$ cat src/rtl/dc_acc_fifo.sv
// Synchronous word FIFO between the router and one accelerator, with registered flags and count.
// Define DC_FIFO_ERR_EN to add sticky overflow/underflow outputs.
module dc_acc_fifo #(
    parameter int unsigned DATA_WIDTH  = 32,
    parameter int unsigned ADDR_WIDTH  = 4,
    parameter int unsigned AFULL_LEVEL = 12
) (
    input  logic                  clk,
    input  logic                  reset,
    input  logic                  flush,
    input  logic                  put_req,
    input  logic [DATA_WIDTH-1:0] data_in,
    input  logic                  get_req,
    output logic [DATA_WIDTH-1:0] data_out,
    output logic                  data_valid,
    output logic                  full,
    output logic                  empty,
    output logic                  almost_full,
`ifdef DC_FIFO_ERR_EN
    output logic                  overflow,
    output logic                  underflow,
`endif
    output logic [ADDR_WIDTH:0]   count
);

    localparam int unsigned DEPTH = 1 << ADDR_WIDTH;
    localparam logic [ADDR_WIDTH:0] CntFull  = (ADDR_WIDTH + 1)'(DEPTH);
    localparam logic [ADDR_WIDTH:0] CntAfull = (ADDR_WIDTH + 1)'(AFULL_LEVEL);

    logic [DATA_WIDTH-1:0] mem_q [DEPTH];

    logic [ADDR_WIDTH-1:0] wr_ptr_q, wr_ptr_d;
    logic [ADDR_WIDTH-1:0] rd_ptr_q, rd_ptr_d;
    logic [ADDR_WIDTH:0]   count_q, count_d;
    logic [DATA_WIDTH-1:0] data_out_q, data_out_d;
    logic                  data_valid_q, data_valid_d;
    logic                  full_q, full_d;
    logic                  empty_q, empty_d;
    logic                  afull_q, afull_d;
    logic                  put_ok, get_ok, mem_we;

    // Acceptance uses the registered flags, so a put while full is dropped even alongside a get.
    assign put_ok = put_req && !full_q;
    assign get_ok = get_req && !empty_q;
    assign mem_we = put_ok && !flush && !reset;

    always_comb begin
        wr_ptr_d     = wr_ptr_q;
        rd_ptr_d     = rd_ptr_q;
        count_d      = count_q;
        data_out_d   = data_out_q;
        data_valid_d = 1'b0;

        if (flush) begin
            wr_ptr_d = '0;
            rd_ptr_d = '0;
            count_d  = '0;
        end else begin
            if (put_ok) begin
                wr_ptr_d = wr_ptr_q + 1'b1;
            end
            if (get_ok) begin
                rd_ptr_d     = rd_ptr_q + 1'b1;
                data_out_d   = mem_q[rd_ptr_q];
                data_valid_d = 1'b1;
            end
            unique case ({put_ok, get_ok})
                2'b10:   count_d = count_q + 1'b1;
                2'b01:   count_d = count_q - 1'b1;
                default: count_d = count_q;
            endcase
        end

        full_d  = (count_d == CntFull);
        empty_d = (count_d == '0);
        afull_d = (count_d >= CntAfull);
    end

    always_ff @(posedge clk) begin
        if (reset) begin
            wr_ptr_q     <= '0;
            rd_ptr_q     <= '0;
            count_q      <= '0;
            data_out_q   <= '0;
            data_valid_q <= 1'b0;
            full_q       <= 1'b0;
            empty_q      <= 1'b1;
            afull_q      <= 1'b0;
        end else begin
            wr_ptr_q     <= wr_ptr_d;
            rd_ptr_q     <= rd_ptr_d;
            count_q      <= count_d;
            data_out_q   <= data_out_d;
            data_valid_q <= data_valid_d;
            full_q       <= full_d;
            empty_q      <= empty_d;
            afull_q      <= afull_d;
        end
    end

    // Storage is not reset; stale words become unreachable once the pointers clear.
    always_ff @(posedge clk) begin
        if (mem_we) begin
            mem_q[wr_ptr_q] <= data_in;
        end
    end

`ifdef DC_FIFO_ERR_EN
    logic overflow_q, overflow_d;
    logic underflow_q, underflow_d;

    always_comb begin
        overflow_d  = overflow_q | (put_req & full_q);
        underflow_d = underflow_q | (get_req & empty_q);
        if (flush) begin
            overflow_d  = 1'b0;
            underflow_d = 1'b0;
        end
    end

    always_ff @(posedge clk) begin
        if (reset) begin
            overflow_q  <= 1'b0;
            underflow_q <= 1'b0;
        end else begin
            overflow_q  <= overflow_d;
            underflow_q <= underflow_d;
        end
    end

    assign overflow  = overflow_q;
    assign underflow = underflow_q;
`endif

    assign data_out    = data_out_q;
    assign data_valid  = data_valid_q;
    assign full        = full_q;
    assign empty       = empty_q;
    assign almost_full = afull_q;
    assign count       = count_q;

endmodule

$ cat config.mk
export PLATFORM = sky130hd
export DESIGN_NAME = dc_acc_fifo
export DESIGN_NICKNAME = d
export VERILOG_FILES = /design/src/rtl/dc_acc_fifo.sv
export SDC_FILE = /design/constraint.sdc
export NUM_CORES = 1
export LEC_CHECK = 0
export ABC_CLOCK_PERIOD_IN_PS = 9700
export CORE_UTILIZATION = 68
export CTS_BUF_LIST = sky130_fd_sc_hd__clkbuf_8
export DETAILED_ROUTE_END_ITERATION = 7
export GPL_ROUTABILITY_DRIVEN = 0
export PLACE_DENSITY = 0.89
export SLEW_MARGIN = 5
export SYNTH_ARGS = -nofsm -noshare
export SYNTH_HDL_FRONTEND = slang
export SYNTH_SLANG_ARGS = --single-unit
export TNS_END_PERCENT = 30
$ cat constraint.sdc
create_clock -name clk -period 9.7 [get_ports clk]
set_clock_uncertainty 0.05 [all_clocks]
set_input_delay 1.94 -clock clk [delete_from_list [all_inputs] [get_ports clk]]
set_output_delay 1.94 -clock clk [all_outputs]
set_load 0.1 [all_outputs]
Figure 1. A small window of the routed layout.
Scale bar: 10 um. Region (114, 25) to (154, 65) um. Cells in gray, sequential cells in the stronger gray; small squares are vias.
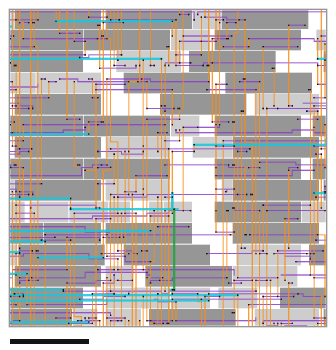
purple -> met1
green -> met4
orange -> met2
cyan -> met3
sequential cells in the window = 35
most frequent = edfxtp_1 (33), mux4_2 (9), clkbuf_8 (7)
cells with their middle in the window = 61
netlist names of flops here include = mem_q (33)

Figure 2. M3 wires.
Scale bar: 50 um. Cells faint in the background.
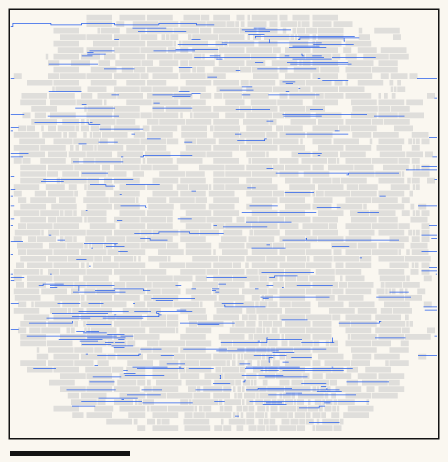
longest straight run = 53.8 um
nets with wire on the layer = 145
DRT Wirelength: 41560 um
M3 GR Usage: 4.966%

==> impl_metrics.csv <==
group,metric,value,unit
outcome,status,"completed",
final_layout,seq_area,16370,um^2
logic_synthesis,top_cell,"edfxtp_1",
grt,grt_max_degree,54,
setup_path,end_kind,"flop",
drt,drt_first_iter_violations,949,
grt,grt_pass1_wl,63010,um
drt,dr.pass1.iters,5,
run,warning_count,30,
floorplanning,dieHeight,178.6,um
final_layout,mi_logic_area,4672,um^2
drt,drc,0,
final_timing,final_hold_viol_count,0,
power_and_ir_drop,p_clk,0.00181,W
setup_path,path_class,"in2reg",
setup_path,r2r_slack,6500,ps
final_timing,fmax,219.3,MHz
logic_synthesis,ys_sh_mux,16.71,%
final_layout,clkCellAreaFrac,6.760,%
final_timing,worstMarginPinSlew,1242,ps
setup_path,cp-startpoint,"put_req",
logic_synthesis,synth.largest_area_cell,"edfxtp_1",
drt,highest_layer,"met4",
clock_tree,cts_buffers,84,
hold_path,hold_end,"data_out[17]",
clock_tree,cts_buffer_depth,3,
floorplanning,die_w,178.6,um
setup_path,cp_max_fo,10,
final_layout,largest_reg_flops,512,
floorplanning,floorplan.core_util,69.15,%
setup_path,crit_buf_inv,2,
power_and_ir_drop,pg_seq,0.00265,W
logic_synthesis,ys_sh_adder,0.4720,%
run,drv_cap,0,
logic_synthesis,yosys.area_share.simple,1.853,%
final_timing,relSlewSlack,17.00,%
logic_synthesis,ys_sh_xor,0.4956,%
power_and_ir_drop,p_clk_share,39.5,%
grt,antenna_found_initial,0,
final_timing,rsz0062_at_grt,"no",
logic_synthesis,synthTopCellsByCount,"edfxtp_1 (512), mux4_2 (128), mux2i_1 (66)",
power_and_ir_drop,pwr.group.combinational,0.000129,W
final_layout,antenna_cells,0,
power_and_ir_drop,totalPowerFinal,0.004594,W
final_timing,whs,421.4,ps
final_layout,final_layout_top_logic_cells,"edfxtp_1 (512), mux4_2 (128), clkbuf_8 (99)",
final_timing,post-route-period-util,47.01,%
final_layout,num-nets-final,1170,
floorplanning,core_area,30670,um^2
final_layout,fin_util,78.39,%
floorplanning,rows,64,
clock_tree,cts-root-buf,"clkbuf_8",
logic_synthesis,ff_type,"edfxtp_1",
placement,dp_cells,1435,
logic_synthesis,ys.flops,561,
logic_synthesis,postSynthSeqShare,77.13,%
clock_tree,cts_resized,0,
final_timing,tns,0,ps
final_timing,drv_slew,0,
final_timing,fin_crit,4560,ps
hold_path,hold_class,"reg2reg",
power_and_ir_drop,switching_share,21.13,%
hold_path,hold_path_startpoint,"data_out[17]",
logic_synthesis,top_logic_kind,"multiplexers",
logic_synthesis,synthTopCellsByArea,"edfxtp_1 (72%), mux4_2 (14%), dfxtp_1 (4.6%)",
grt,grt_usage,27.62,%
placement,pre_cts_ws,4572,ps
final_layout,drive_above_1_share,22.93,%
final_layout,multi_input_comb_cells,383,
placement,dpl-instance-area,22420,um^2
drt,vias_per_cell,6.368,
logic_synthesis,synthArstFlopShare,0,%
setup_path,arrival,5030,ps
final_layout,layout_top_cell,"edfxtp_1",
final_layout,regMostFlops,"mem_q",
clock_tree,cts_hold_buffers,0,
final_layout,seqAreaFraction,68.07,%
final_layout,area.growth.synth_to_final,13.38,%
logic_synthesis,synthCells,1005,
power_and_ir_drop,seq_power_share,57.7,%
final_layout,nClkBuffers,99,
power_and_ir_drop,vdd_drop_max,113.5,uV
setup_path,cp_top_family,"simple AND/OR/NAND/NOR gates",
floorplanning,dieArea,31900,um^2
setup_path,r2r_cells,7,
final_layout,buf_share,3.580,%
setup_path,worstPathRequired,10170,ps
power_and_ir_drop,cellPowerDensity,191.1,nW/um^2
placement,io_buffer_count,77,
clock_tree,cts.sinks,561,
grt,overflow,0,
final_layout,ff_count,561,
clock_tree,clk_latency,610,ps
logic_synthesis,aoi_share,1.947,%
logic_synthesis,yosys-stat-cells,1005,
setup_path,critPathMaxStageDelay,630,ps
final_layout,comb_share,19.43,%
logic_synthesis,yosysUniqueCellTypes,36,
hold_path,holdPathStages,2,
floorplanning,well_tap_count,396,
setup_path,cp-start-kind,"primary input",
placement,dpl.hpwl,23140,um
drt,ant_nets,0,
final_timing,finalSetupViolCount,0,
clock_tree,cts_max_level,3,
setup_path,crit_cells,11,
power_and_ir_drop,maxPowerGroup,"sequential cells",
final_layout,inv_count,6,
power_and_ir_drop,share_comb_of_total_power,2.8,%
grt,grt_pass1_vias,10900,
power_and_ir_drop,p_int,0.003623,W
logic_synthesis,edf_count,512,
power_and_ir_drop,power_leakage,7.450,nW
setup_path,endpoint,"empty",
clock_tree,postCtsSetupRepairBufs,0,
setup_path,cp_cell_sequence,"clkdlybuf4s50_1 > nor2b_1 > inv_1 > ha_1 > xor2_1 > ha_1 > a21oi_1 > mux2i_1 > xor2_1 > o21ai_0 > o31ai_1",
logic_synthesis,syn-cell-area,21210,um^2
setup_path,critPathSlowestCell,"nor2b_1",
final_layout,stdcell_area,24040,um^2
drt,wl_met2,21530,um
logic_synthesis,top_cell_area_share,72.50,%
clock_tree,tritoncts,"yes",
logic_synthesis,yosys-stat-area,21210,um^2
logic_synthesis,synth_warnings,0,
floorplanning,io_pins,78,
final_timing,fin_ws,5140,ps
logic_synthesis,synth_nets,1050,
setup_path,r2r_end,"data_out[12]",
final_layout,largest_class,"registers",
final_layout,fill_cells,1449,
logic_synthesis,avgSynthCellArea,21.10,um^2
power_and_ir_drop,power_switching,0.0009709,W
drt,wl_met3,3104,um
Figure 3. Congestion heat map.
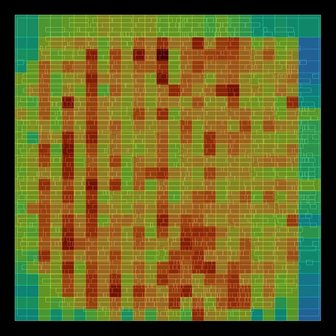
met1 Usage GRT: 37.17%
most used routing layer: met2
post-DR wirelength/cell: 26.12 um
global routing met2 resource utilization: 45.90%

Figure 4. Signal wires on met1.
Scale bar: 50 um. Supply wires on this layer in gray.
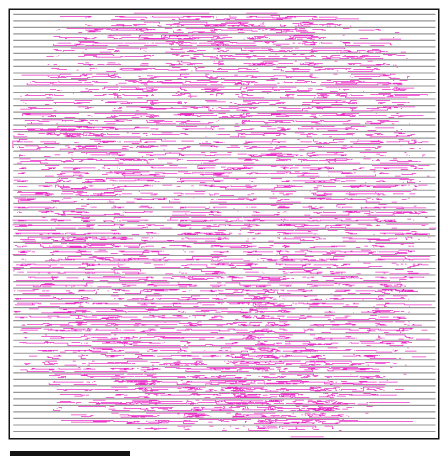
main direction = horizontal
nets with wire on the layer = 1110
share of all routed wire = 38%
vias after detailed routing: 10130

